--- config.mk ---
export PLATFORM = sky130hd
export DESIGN_NAME = req_encoder_flat
export DESIGN_NICKNAME = d
export VERILOG_FILES = /design/src/rtl/req_encoder_pkg.sv /design/src/rtl/req_encoder_if.sv /design/src/rtl/req_encoder_pri_find8.sv /design/src/rtl/req_encoder.sv /design/src/flat_wrapper.sv
export SDC_FILE = /design/constraint.sdc
export NUM_CORES = 1
export LEC_CHECK = 0
export ABC_CLOCK_PERIOD_IN_PS = 2100
export CAP_MARGIN = 40
export CORE_MARGIN = 1.5
export CORE_UTILIZATION = 35
export DETAILED_ROUTE_END_ITERATION = 12
export GPL_ROUTABILITY_DRIVEN = 0
export PLACE_DENSITY = 0.7
export SLEW_MARGIN = 20
export SYNTH_ARGS = -nofsm -noshare
export SYNTH_HDL_FRONTEND = slang
export SYNTH_SLANG_ARGS = --single-unit
--- constraint.sdc ---
create_clock -name clk -period 2.1 [get_ports clk]
set_clock_uncertainty 0.2 [all_clocks]
set_input_delay 0.42 -clock clk [delete_from_list [all_inputs] [get_ports clk]]
set_output_delay 0.42 -clock clk [all_outputs]
set_load 0.05 [all_outputs]
--- src/rtl/req_encoder_pkg.sv ---
// Shared widths, state encoding and reset constants for the 8-to-3 sequential request encoder.
package req_encoder_pkg;

    localparam int REQ_N = 8;
    localparam int IDX_W = 3;

    typedef enum logic {
        IDLE  = 1'b0,
        SERVE = 1'b1
    } state_e;

    localparam logic [IDX_W-1:0] LAST_IDX_RST = 3'd7;

    function automatic logic one_hot8(input logic [REQ_N-1:0] v);
        return (v != '0) && ((v & (v - REQ_N'(1))) == '0);
    endfunction

endpackage

--- src/rtl/req_encoder_if.sv ---
// Request/index handshake bundle between a request source/index sink and req_encoder.
interface req_encoder_if;
    import req_encoder_pkg::*;

    logic [REQ_N-1:0] reqIn;
    logic             load;
    logic             busy;
    logic [IDX_W-1:0] encodeOut;
    logic             outValid;
    logic             outReady;
    logic             outLast;
    logic [REQ_N-1:0] pending;

    modport master (
        output reqIn, load, outReady,
        input  busy, encodeOut, outValid, outLast, pending
    );

    modport slave (
        input  reqIn, load, outReady,
        output busy, encodeOut, outValid, outLast, pending
    );

endinterface

--- src/rtl/req_encoder_pri_find8.sv ---
// Combinational find-first-set over 8 bits, searching upward from a start offset with 7->0 wrap.
module pri_find8
    import req_encoder_pkg::*;
(
    input  logic [REQ_N-1:0] vec,
    input  logic [IDX_W-1:0] start,
    output logic [IDX_W-1:0] idx,
    output logic             found,
    output logic             only_one
);

    logic [IDX_W-1:0] pos;

    // Walk offsets from farthest to nearest so the nearest set bit wins.
    always_comb begin
        idx   = '0;
        found = 1'b0;
        pos   = '0;
        for (int i = REQ_N - 1; i >= 0; i--) begin
            pos = start + IDX_W'(i);
            if (vec[pos]) begin
                idx   = pos;
                found = 1'b1;
            end
        end
    end

    assign only_one = one_hot8(vec);

endmodule

--- src/rtl/req_encoder.sv ---
// Sequential 8-to-3 request encoder: snapshots reqIn and serialises its set bits as indices.
// Build option: define REQ_ENCODER_ROUND_ROBIN_EN to start each search after the last served index.
module req_encoder
    import req_encoder_pkg::*;
(
    input logic           clk,
    input logic           rst_n,
    req_encoder_if.slave  bus
);

`ifdef REQ_ENCODER_ROUND_ROBIN_EN
    localparam bit RR_EN = 1'b1;
`else
    localparam bit RR_EN = 1'b0;
`endif

    state_e           state_q, state_nxt;
    logic [REQ_N-1:0] pend_q, pend_nxt;
    logic [IDX_W-1:0] last_q, last_nxt;
    logic [IDX_W-1:0] enc_q;
    logic             olast_q, ovld_q, busy_q;
    logic             accept;

    logic [IDX_W-1:0] f_start, f_idx;
    logic             f_found, f_one;

    assign accept = (state_q == SERVE) && bus.outReady;

    always_comb begin
        state_nxt = state_q;
        pend_nxt  = pend_q;
        last_nxt  = last_q;
        case (state_q)
            IDLE: begin
                if (bus.load && (bus.reqIn != '0)) begin
                    pend_nxt  = bus.reqIn;
                    state_nxt = SERVE;
                end
            end
            SERVE: begin
                if (accept) begin
                    pend_nxt = pend_q & ~(REQ_N'(1) << enc_q);
                    last_nxt = enc_q;
                    if (olast_q) state_nxt = IDLE;
                end
            end
            default: state_nxt = IDLE;
        endcase
    end

    // The finder looks at next-cycle pending so the offered index comes straight from a flop.
    assign f_start = RR_EN ? last_nxt + IDX_W'(1) : '0;

    pri_find8 u_find (
        .vec      (pend_nxt),
        .start    (f_start),
        .idx      (f_idx),
        .found    (f_found),
        .only_one (f_one)
    );

    always_ff @(posedge clk or negedge rst_n) begin
        if (!rst_n) begin
            state_q <= IDLE;
            pend_q  <= '0;
            last_q  <= LAST_IDX_RST;
            enc_q   <= '0;
            olast_q <= 1'b0;
            ovld_q  <= 1'b0;
            busy_q  <= 1'b0;
        end else begin
            state_q <= state_nxt;
            pend_q  <= pend_nxt;
            last_q  <= last_nxt;
            enc_q   <= f_idx;
            olast_q <= f_found && f_one;
            ovld_q  <= (state_nxt == SERVE);
            busy_q  <= (state_nxt == SERVE);
        end
    end

    assign bus.encodeOut = enc_q;
    assign bus.outLast   = olast_q;
    assign bus.outValid  = ovld_q;
    assign bus.busy      = busy_q;
    assign bus.pending   = pend_q;

endmodule
--- src/flat_wrapper.sv ---
// flat-port wrapper written by rule: the top's interface ports become plain ports
module req_encoder_flat import req_encoder_pkg::*;
  (clk, rst_n, bus_reqIn, bus_load, bus_outReady, bus_busy, bus_encodeOut, bus_outValid, bus_outLast, bus_pending);
  req_encoder_if bus_i ();
  input logic clk;
  input logic rst_n;
  input wire logic [$bits(bus_i.reqIn)-1:0] bus_reqIn;
  input wire logic [$bits(bus_i.load)-1:0] bus_load;
  input wire logic [$bits(bus_i.outReady)-1:0] bus_outReady;
  output wire logic [$bits(bus_i.busy)-1:0] bus_busy;
  output wire logic [$bits(bus_i.encodeOut)-1:0] bus_encodeOut;
  output wire logic [$bits(bus_i.outValid)-1:0] bus_outValid;
  output wire logic [$bits(bus_i.outLast)-1:0] bus_outLast;
  output wire logic [$bits(bus_i.pending)-1:0] bus_pending;
  assign bus_i.reqIn = bus_reqIn;
  assign bus_i.load = bus_load;
  assign bus_i.outReady = bus_outReady;
  assign bus_busy = bus_i.busy;
  assign bus_encodeOut = bus_i.encodeOut;
  assign bus_outValid = bus_i.outValid;
  assign bus_outLast = bus_i.outLast;
  assign bus_pending = bus_i.pending;
  req_encoder u_core (.clk(clk), .rst_n(rst_n), .bus(bus_i));
endmodule
Fig. 1: run 1, pin placement
The bar under the picture is 10 um long. Pins as bars across the die edge, other pins in gray.
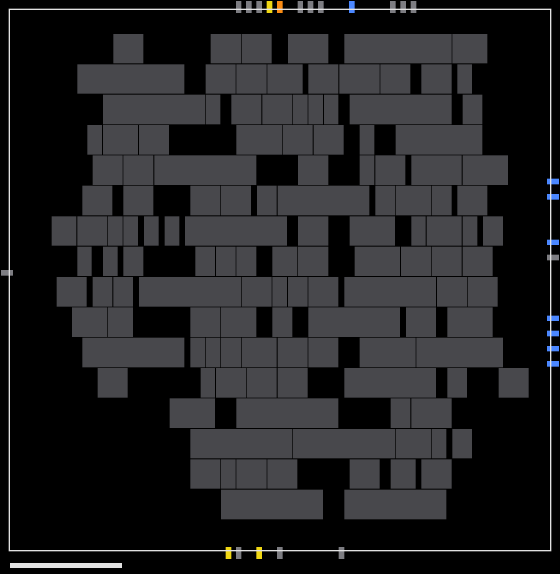
[bus_reqIn] blue | pins: 8 | direction: input | edge: 7 right, 1 top
[bus_encodeOut] yellow | pins: 3 | direction: output | edge: 2 bottom, 1 top
[bus_outReady] orange | pins: 1 | direction: input | edge: top

Fig. 2: run 1, metal 1
The bar under the picture is 10 um long.
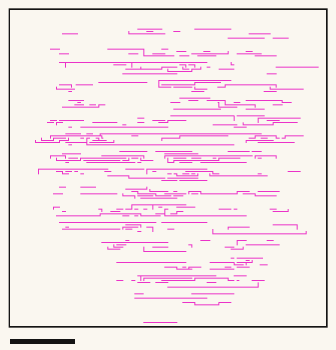
wire length on this layer: 956 um
main direction: horizontal
longest straight run: 24.6 um
total wire length: 2.137 mm
total number of vias: 771
met1 global-route usage: 26.65%

==> flow_metrics.rpt, run 1 <==
RUN METRICS
----------------------------------------------------
[Outcome]
  Run status ........................ complete, but fails checks
  Failing checks ........................ setup timing

[Flow run]
  Max-cap viol count ........................ 0
  Number of warning messages in the logs ........................ 29

[Power]
  Worst vdd rail ir drop ........................ between 0.0008 and 0.0009 V
  Share of total power in the clock network ........................ under 10%
  Combinational-cell power consumption ........................ around 1.6 mW
  Int Pwr ........................ ~1.1 mW
  Total Power ........................ about 2.2 mW
  Total sequential power ........................ about 470 uW
  LEAKAGE ........................ 0.5849 nW

[Cells and area]
  Count of plain and timing-repair buffers in the layout ........................ approximately 50
  Commonest non-fill, non-tap cells in the layout ........................ 38 x buf_4, 11 x dfrtp_1, 7 x nor2_1
  Multi-input logic cell count ........................ ~52
  Clk_buf instances ........................ 4
  Area occupied by multi-input gates ........................ 422.9 um2
  Logic inverters ........................ 9

[Critical path]
  Worst path buffer plus inverter count ........................ 2
  Crit path capture type ........................ flop
  Destination of the worst register-to-register timing path ........................ u_core.bus.outLast$_DFF_PN0_
  Data arrival time at the worst-slack endpoint ........................ ~2.1 ns
  Number of logic stages on the critical path including buffering ........................ 9
  End of the critical path ........................ u_core.bus.outLast$_DFF_PN0_
  Register-to-Register Path Depth ........................ 7
  Reg2Reg Setup Slack ........................ -0.01 ns
  Highest net fanout along the worst path ........................ 5
  CP cell instances ........................ buf_2 -> nor4_4 -> a211o_1 -> buf_6 -> mux2i_4 -> nand4b_1 -> nor2_1 -> o211ai_1 -> a31oi_1

[Die]
  Height of the chip ........................ between 40 and 50 um
  Horizontal extent of the die ........................ 48.34 um
  Rows ........................ 16
  Num tapcells ........................ 27

[GRT]
  Pin count of the biggest net entering global routing ........................ 14
  Aggregate global routing overflow ........................ 0
  Number of antenna violations at the first check in global routing ........................ 0
  Met2 layer usage reported by global route ........................ between 30% and 40%
  Wire length of the first global-routing pass ........................ between 3 and 4 mm

[Logic synthesis]
  Unique cell type count in the Yosys netlist ........................ 29
  Adder share ........................ 1.565%
  Post-Syn Nets ........................ between 80 and 90
  Syn Area/Cell ........................ between 9 and 10 um2
  Top cell types by occurrence after synthesis ........................ 13 x dfrtp_1, 7 x nor2_1, 6 x inv_1, 5 x nand2_1
  Mux contribution to synthesized area ........................ 10.61%
  Total cell area reported by yosys after synthesis ........................ ~720 um2
  Post-synthesis cell count from yosys ........................ 76
  Area share of the leading cell type in the synthesized netlist ........................ between 40 and 50%

[Route]
  Wire length on met1 ........................ 956 um
  Tally of nets with antenna violations remaining after routing ........................ 0
  DR WL met2 ........................ about 1.1 mm
  Number of detailed-route iterations in the first pass ........................ 4
  Highest metal layer with signal wires ........................ met3
  Sum of met3 wire segment lengths after detailed routing ........................ 89 um
  Vias per inst ........................ roughly 4.9

[Timing]
  Final setup slack of the worst path ........................ -0.02677 ns
  Post-layout min period ........................ ~2.1 ns
  Setup violation total in the final timing report ........................ 2
  Slew at the pin closest to its max-slew limit ........................ 0.5906 ns
  Achievable Freq ........................ roughly 470 MHz
  Worst relative slew slack ........................ 60.50%

[Placement]
  Final HPWL DP ........................ 1.601 mm
  Buffers on Ports ........................ 25
  Total cell area at the placement stage ........................ 1154 um2
  Cell count after placement ........................ approximately 150

[Clock network]
  Total clock buffers created by CTS ........................ 3
  Depth of the CTS H-tree ........................ 1
  Post-cts hold buffer count ........................ 0
  Deepest clock path buffer count ........................ 2
  CTS root buffer ........................ clkbuf_4
  Source-to-sink clock delay at the later pin of the worst-skew pair ........................ ~0.27 ns

----------------------------------------------------
Fig. 3: run 1, wire density map
The bar under the picture is 10 um long. The die is cut into 10 by 10 equal tiles; dark blue is low, red is high, scaled to the fullest tile. Values are wire area over tile area, all layers added.
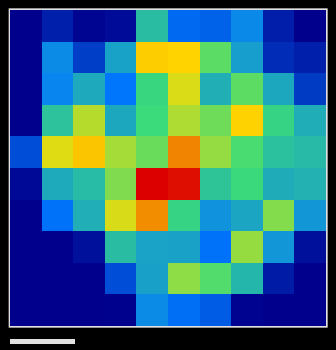
emptiest ninth of the die: lower left
tiles over half the peak: 25%
nearly empty tiles: 21%
fullest tile: 0.43
densest ninth of the die: center

==> run 2: changes to the inputs <==
--- a/config.mk
+++ b/config.mk
@@ -7,6 +7,7 @@
 export LEC_CHECK = 0
 export ABC_CLOCK_PERIOD_IN_PS = 2100
 export CAP_MARGIN = 40
+export CORE_ASPECT_RATIO = 1.2
 export CORE_MARGIN = 1.5
 export CORE_UTILIZATION = 35
 export DETAILED_ROUTE_END_ITERATION = 12
@@ -16,3 +17,4 @@
 export SYNTH_ARGS = -nofsm -noshare
 export SYNTH_HDL_FRONTEND = slang
 export SYNTH_SLANG_ARGS = --single-unit
+export TNS_END_PERCENT = 30
Fig. 4: run 2, pin placement
The bar under the picture is 10 um long. Pins as bars across the die edge, other pins in gray.
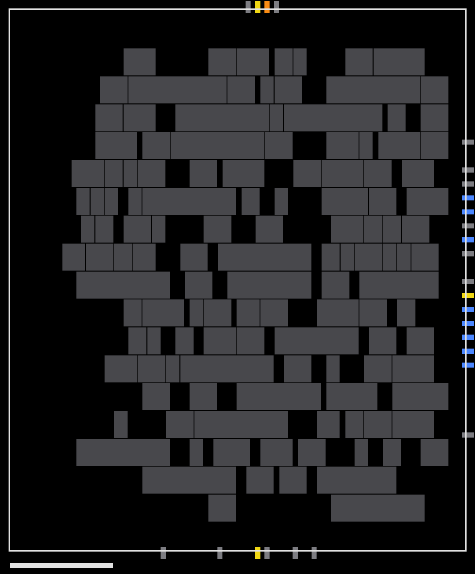
[bus_outReady] orange | pins: 1 | direction: input | edge: top
[bus_encodeOut] yellow | pins: 3 | direction: output | edge: 1 bottom, 1 right, 1 top
[bus_reqIn] blue | pins: 8 | direction: input | edge: right
all pins by edge: 16 right, 6 bottom, 4 top

Fig. 5: run 2, wire density map
The bar under the picture is 10 um long. The die is cut into 9 by 11 equal tiles; dark blue is low, red is high, scaled to the fullest tile. Values are wire area over tile area, all layers added.
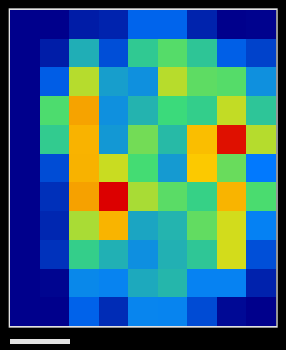
emptiest ninth of the die: lower left
densest ninth of the die: middle right
nearly empty tiles: 18%
fullest tile: 0.40

==> run 2 against run 1 <==
The flow still finishes with violations (setup timing); hold slack improved by 0.0052 ns; maximum frequency down 0.54%; final cell count down 6.4%; synthesized cell count is the same; critical path depth did not move; sequential cell count unchanged; utilization grew 0.92 points; highest routed layer is now met4.
==> flow_metrics.rpt, run 2 <==
RUN METRICS
----------------------------------------------------
[Cells and area]
  Post-route design area ........................ between 1000 and 1500 um2
  Count of plain and timing-repair buffers in the layout ........................ 49 (-3.9%)
  Area occupied by multi-input gates ........................ 417.9 um2 (-1.2%)
  Final instance count without filler cells ........................ between 100 and 150
  Footprint of the flip-flops and latches ........................ around 330 um2
  Top logic cell by instance count in the layout ........................ buf_4
  Area Overhead vs Synth ........................ 70.78%
  Clk_buf instances ........................ 4 (unchanged)
  Utilization after layout ........................ between 60% and 70%
  Commonest non-fill, non-tap cells in the layout ........................ 35 x buf_4, 11 x dfrtp_1, 7 x nor2_1
  Multi-input logic cell count ........................ 52 (unchanged)
  Flops ........................ 13
  Nets ........................ around 140
  Filler Cell Count ........................ ~170
  Logic inverters ........................ 9 (unchanged)

[Placement]
  Final HPWL DP ........................ 1.669 mm (+4.3%)
  Cell count after placement ........................ 139 (-4.8%)
  Total cell area at the placement stage ........................ 1151 um2 (-0.22%)
  Buffers on Ports ........................ 25 (unchanged)

[Timing]
  Min Hold Slack ........................ 0.3184 ns
  Accumulated negative setup slack ........................ -0.03835 ns
  Setup violation total in the final timing report ........................ 1 (-1)
  Achievable Freq ........................ 467.6 MHz (-0.54%)
  Worst relative slew slack ........................ 60.37% (-0.14 points)
  Slew at the pin closest to its max-slew limit ........................ 0.5927 ns (+0.002027 ns)
  Post-layout min period ........................ 2.138 ns (+0.01158 ns)
  Final hold viol count ........................ 0
  Final setup slack of the worst path ........................ -0.03835 ns (-0.01158 ns)
  Ratio of final minimum period to clock period ........................ 101.8%
  Slew Viols, Final ........................ 0

[Power]
  Power consumed by the clock network ........................ approximately 150 uW
  Net switching power of the design ........................ 1.067 mW
  Combinational-cell power consumption ........................ 1.53 mW (about the same)
  Worst vdd rail ir drop ........................ 0.0008638 V (+1.9%)
  Int Pwr ........................ 1.067 mW (-1.2%)
  Share of total power consumed by net switching ........................ 50.00%
  Share of total power in the clock network ........................ 7.2% (about the same)
  Top power consumer group ........................ combinational logic
  LEAKAGE ........................ 0.5820 nW (-0.49%)
  Total Power ........................ 2.134 mW (-1.6%)
  Portion of total power attributed to sequential cells ........................ a little over a fifth
  Total sequential power ........................ 452 uW (-3%)

[Critical path]
  End of the critical path ........................ u_core.bus.outLast$_DFF_PN0_
  Cell family with most CP delay ........................ simple AND/OR/NAND/NOR gates
  Worst path buffer plus inverter count ........................ 2 (unchanged)
  Number of logic stages on the critical path including buffering ........................ 9 (unchanged)
  Worst setup startpoint ........................ bus_reqIn[2]
  Source of the worst register-to-register timing path ........................ u_core.bus.encodeOut[2]$_DFF_PN0_
  Register-to-Register Path Depth ........................ 7 (unchanged)
  Delay of the slowest cell on the worst path ........................ between 0.3 and 0.4 ns
  Destination of the worst register-to-register timing path ........................ u_core.bus.outLast$_DFF_PN0_
  Highest net fanout along the worst path ........................ 4 (-1)
  Crit path capture type ........................ flop
  CP cell instances ........................ buf_8 -> nor4_4 -> a211o_1 -> buf_6 -> mux2i_4 -> nand4b_1 -> xor2_1 -> nand3_1 -> a31oi_1
  Reg2Reg Setup Slack ........................ 0 ns (about the same)
  Data arrival time at the worst-slack endpoint ........................ 2.13 ns (about the same)
  Type of element launching the critical path ........................ input pin

[Die]
  Num tapcells ........................ 19 (-30%)
  Fraction of the core area occupied by cells at floorplan ........................ a little under two fifths
  Horizontal extent of the die ........................ 44.39 um (-8.2%)
  Count of boundary I/O pins ........................ 26
  Height of the chip ........................ 52.67 um (+8.9%)
  Rows ........................ 17 (+1)

[GRT]
  Busiest metal layer after global routing ........................ met2
  Pin count of the biggest net entering global routing ........................ 14 (unchanged)
  Met1 global-route usage ........................ 23.01% (-3.6 points)
  Wire length of the first global-routing pass ........................ 3.222 mm (-11%)
  Number of antenna violations at the first check in global routing ........................ 0 (unchanged)
  Met2 layer usage reported by global route ........................ 35.78% (+2.7 points)
  Aggregate global routing overflow ........................ 0 (unchanged)

[Logic synthesis]
  Adder share ........................ 1.565% (unchanged)
  Area share of the leading cell type in the synthesized netlist ........................ 45.22% (unchanged)
  Mux contribution to synthesized area ........................ 10.61% (unchanged)
  Syn Area/Cell ........................ 9.466 um2 (unchanged)
  Most common cell in the synthesized netlist ........................ dfrtp_1
  Total cell area reported by yosys after synthesis ........................ 719.4 um2 (unchanged)
  Top cell types by occurrence after synthesis ........................ 13 x dfrtp_1, 7 x nor2_1, 6 x inv_1, 5 x nand2_1
  Unique cell type count in the Yosys netlist ........................ 29 (unchanged)
  Synth Instances ........................ around 76
  Area fraction in compound gates after synthesis ........................ 18.43%
  Number of enable-type register cells in the synthesized netlist ........................ 0
  Post-synthesis cell count from yosys ........................ 76 (unchanged)
  XORs/XNORs by Area ........................ about 1.2%
  Netlist area before placement ........................ 719.4 um2
  Post-Syn Nets ........................ 88 (unchanged)
  Cell taking the most area after synthesis ........................ dfrtp_1

[Flow run]
  Number of warning messages in the logs ........................ 29 (unchanged)
  Max-cap viol count ........................ 0 (unchanged)

[Route]
  Remaining design rule violation count ........................ 0
  Total number of vias ........................ 762 (-1.2%)
  Sum of met3 wire segment lengths after detailed routing ........................ 78 um (-12%)
  Count of routing violations after the opening detailed-route iteration ........................ 14
  Number of detailed-route iterations in the first pass ........................ 6 (+2)
  DR WL met2 ........................ 1.118 mm (+2.4%)
  Wire length per cell after detailed routing ........................ 14.34 um
  Tally of nets with antenna violations remaining after routing ........................ 0 (unchanged)
  Total wire length ........................ 2.093 mm (-2.1%)
  Highest metal layer with signal wires ........................ met4
  Vias per inst ........................ 5.219 (+5.6%)
  Wire length on met1 ........................ 869 um (-9.1%)

[Clock network]
  Deepest clock path buffer count ........................ 2 (unchanged)
  Depth of the CTS H-tree ........................ 1 (unchanged)
  Total of cells resized after clock tree synthesis ........................ approximately 45
  Source-to-sink clock delay at the later pin of the worst-skew pair ........................ 0.27 ns (about the same)
  CTS root buffer ........................ clkbuf_4
  Post-cts hold buffer count ........................ 0 (unchanged)
  Sink count of the clock tree ........................ 13
  Clock tree from TritonCTS ........................ done
  Total clock buffers created by CTS ........................ 3 (unchanged)

[Outcome]
  Failing checks ........................ setup timing
  Run status ........................ complete, but fails checks

----------------------------------------------------
==> run 3: changes to the inputs <==
--- a/config.mk
+++ b/config.mk
@@ -13,6 +13,7 @@
 export DETAILED_ROUTE_END_ITERATION = 12
 export GPL_ROUTABILITY_DRIVEN = 0
 export PLACE_DENSITY = 0.7
+export SKIP_LAST_GASP = 1
 export SLEW_MARGIN = 20
 export SYNTH_ARGS = -nofsm -noshare
 export SYNTH_HDL_FRONTEND = slang
Fig. 6: run 3, pin placement
The bar under the picture is 10 um long. Pins as bars across the die edge, other pins in gray.
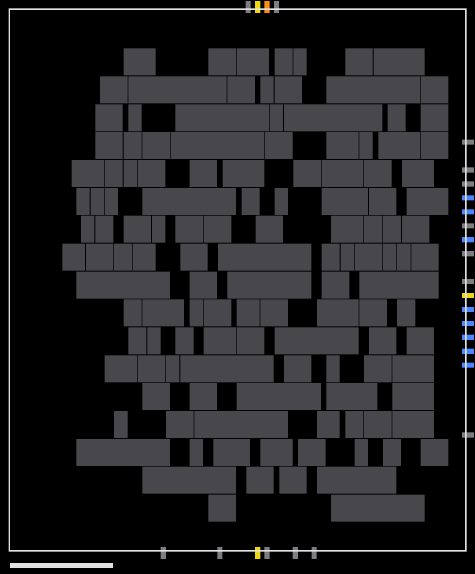
horizontal extent of the die: 44.39 um
Buffers on Ports: 25
height of the chip: 52.67 um

Fig. 7: run 3, wire density map
The bar under the picture is 10 um long. The die is cut into 9 by 11 equal tiles; dark blue is low, red is high, scaled to the fullest tile. Values are wire area over tile area, all layers added.
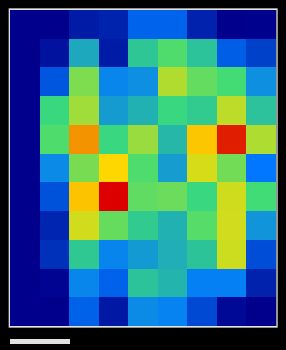
fullest tile: 0.41
emptiest ninth of the die: lower left
tiles over half the peak: 29%
nearly empty tiles: 18%
total number of vias: 765
total wire length: 2.078 mm

==> run 3 against run 2 <==
The flow still finishes with violations (setup timing); via count grew 0.39%; sequential power is essentially flat; clock power is essentially flat.
==> flow_metrics.rpt, run 3 <==
RUN METRICS
----------------------------------------------------
[Route]
  Wire length per cell after detailed routing ........................ 14.14 um (-1.4%)
  Number of detailed-route iterations in the first pass ........................ 6 (unchanged)
  DR WL met2 ........................ 1.114 mm (-0.36%)
  Count of routing violations after the opening detailed-route iteration ........................ 14 (unchanged)
  Remaining design rule violation count ........................ 0 (unchanged)
  Tally of nets with antenna violations remaining after routing ........................ 0 (unchanged)
  Vias per inst ........................ 5.204 (-0.29%)
  Wire length on met1 ........................ 863 um (-0.69%)
  Highest metal layer with signal wires ........................ met4
  Sum of met3 wire segment lengths after detailed routing ........................ 72 um (-7.7%)

[Logic synthesis]
  Unique cell type count in the Yosys netlist ........................ 29 (unchanged)
  Number of enable-type register cells in the synthesized netlist ........................ 0 (unchanged)
  Post-synthesis cell count from yosys ........................ 76 (unchanged)
  Total cell area reported by yosys after synthesis ........................ 719.4 um2 (unchanged)
  Netlist area before placement ........................ 719.4 um2 (unchanged)
  XORs/XNORs by Area ........................ 1.217% (unchanged)
  Adder share ........................ 1.565% (unchanged)
  Most common cell in the synthesized netlist ........................ dfrtp_1
  Top cell types by occurrence after synthesis ........................ 13 x dfrtp_1, 7 x nor2_1, 6 x inv_1, 5 x nand2_1
  Area fraction in compound gates after synthesis ........................ 18.43% (unchanged)
  Cell taking the most area after synthesis ........................ dfrtp_1
  Syn Area/Cell ........................ 9.466 um2 (unchanged)

[Timing]
  Post-layout min period ........................ 2.129 ns (-0.009564 ns)
  Setup violation total in the final timing report ........................ 1 (unchanged)
  Slew Viols, Final ........................ 0 (unchanged)
  Achievable Freq ........................ 469.8 MHz (+0.45%)
  Ratio of final minimum period to clock period ........................ 101.4% (-0.46 points)
  Slew at the pin closest to its max-slew limit ........................ 0.5922 ns (-0.0004522 ns)
  Final setup slack of the worst path ........................ -0.02879 ns (+0.009564 ns)
  Min Hold Slack ........................ 0.3191 ns (+0.0006770 ns)
  Accumulated negative setup slack ........................ -0.02879 ns (+0.009564 ns)
  Worst relative slew slack ........................ 60.40% (about the same)

[GRT]
  Pin count of the biggest net entering global routing ........................ 14 (unchanged)
  Met2 layer usage reported by global route ........................ 35.78% (unchanged)
  Met1 global-route usage ........................ 23.01% (unchanged)
  Aggregate global routing overflow ........................ 0 (unchanged)
  Wire length of the first global-routing pass ........................ 3.222 mm (unchanged)

[Critical path]
  Number of logic stages on the critical path including buffering ........................ 9 (unchanged)
  Source of the worst register-to-register timing path ........................ u_core.bus.encodeOut[2]$_DFF_PN0_
  End of the critical path ........................ u_core.bus.outLast$_DFF_PN0_
  CP cell instances ........................ buf_6 -> nor4_4 -> a211o_1 -> buf_6 -> mux2i_4 -> nand4b_1 -> xor2_1 -> nand3_1 -> a31oi_1
  Reg2Reg Setup Slack ........................ 0 ns (unchanged)
  Cell family with most CP delay ........................ simple AND/OR/NAND/NOR gates
  Data arrival time at the worst-slack endpoint ........................ 2.12 ns (about the same)
  Worst setup startpoint ........................ bus_reqIn[2]
  Crit path capture type ........................ flop
  Worst path buffer plus inverter count ........................ 2 (unchanged)

[Outcome]
  Run status ........................ complete, but fails checks
  Failing checks ........................ setup timing

[Cells and area]
  Post-route design area ........................ 1225 um2 (-0.31%)
  Filler Cell Count ........................ 169 (+0.60%)
  Area Overhead vs Synth ........................ 70.26%
  Count of plain and timing-repair buffers in the layout ........................ 50 (+2.0%)
  Flops ........................ 13 (unchanged)
  Commonest non-fill, non-tap cells in the layout ........................ 37 x buf_4, 11 x dfrtp_1, 7 x nor2_1
  Top logic cell by instance count in the layout ........................ buf_4
  Nets ........................ 141 (+0.71%)
  Multi-input logic cell count ........................ 52 (unchanged)
  Area occupied by multi-input gates ........................ 414.1 um2 (-0.90%)
  Utilization after layout ........................ 64.71% (-0.20 points)
  Footprint of the flip-flops and latches ........................ 327.8 um2 (unchanged)
  Logic inverters ........................ 9 (unchanged)

[Power]
  Power consumed by the clock network ........................ 152 uW (about the same)
  Total sequential power ........................ 453 uW (about the same)
  Combinational-cell power consumption ........................ 1.52 mW (about the same)
  LEAKAGE ........................ 0.5839 nW (+0.33%)
  Total Power ........................ 2.124 mW (-0.46%)
  Share of total power in the clock network ........................ 7.2% (about the same)
  Int Pwr ........................ 1.068 mW (+0.10%)
  Top power consumer group ........................ combinational logic
  Worst vdd rail ir drop ........................ 0.0008207 V (-5.0%)
  Net switching power of the design ........................ 1.056 mW (-1.0%)

[Flow run]
  Number of warning messages in the logs ........................ 29 (unchanged)
  Max-cap viol count ........................ 0 (unchanged)

[Clock network]
  CTS root buffer ........................ clkbuf_4
  Source-to-sink clock delay at the later pin of the worst-skew pair ........................ 0.27 ns (about the same)
  Post-cts hold buffer count ........................ 0 (unchanged)
  Total of cells resized after clock tree synthesis ........................ 45 (unchanged)
  Clock tree from TritonCTS ........................ done
  Deepest clock path buffer count ........................ 2 (unchanged)

[Placement]
  Cell count after placement ........................ 139 (unchanged)

[Die]
  Fraction of the core area occupied by cells at floorplan ........................ 38.00% (unchanged)
  Count of boundary I/O pins ........................ 26 (unchanged)

----------------------------------------------------
No activity file was given, so power comes from the tool's default toggle rates.
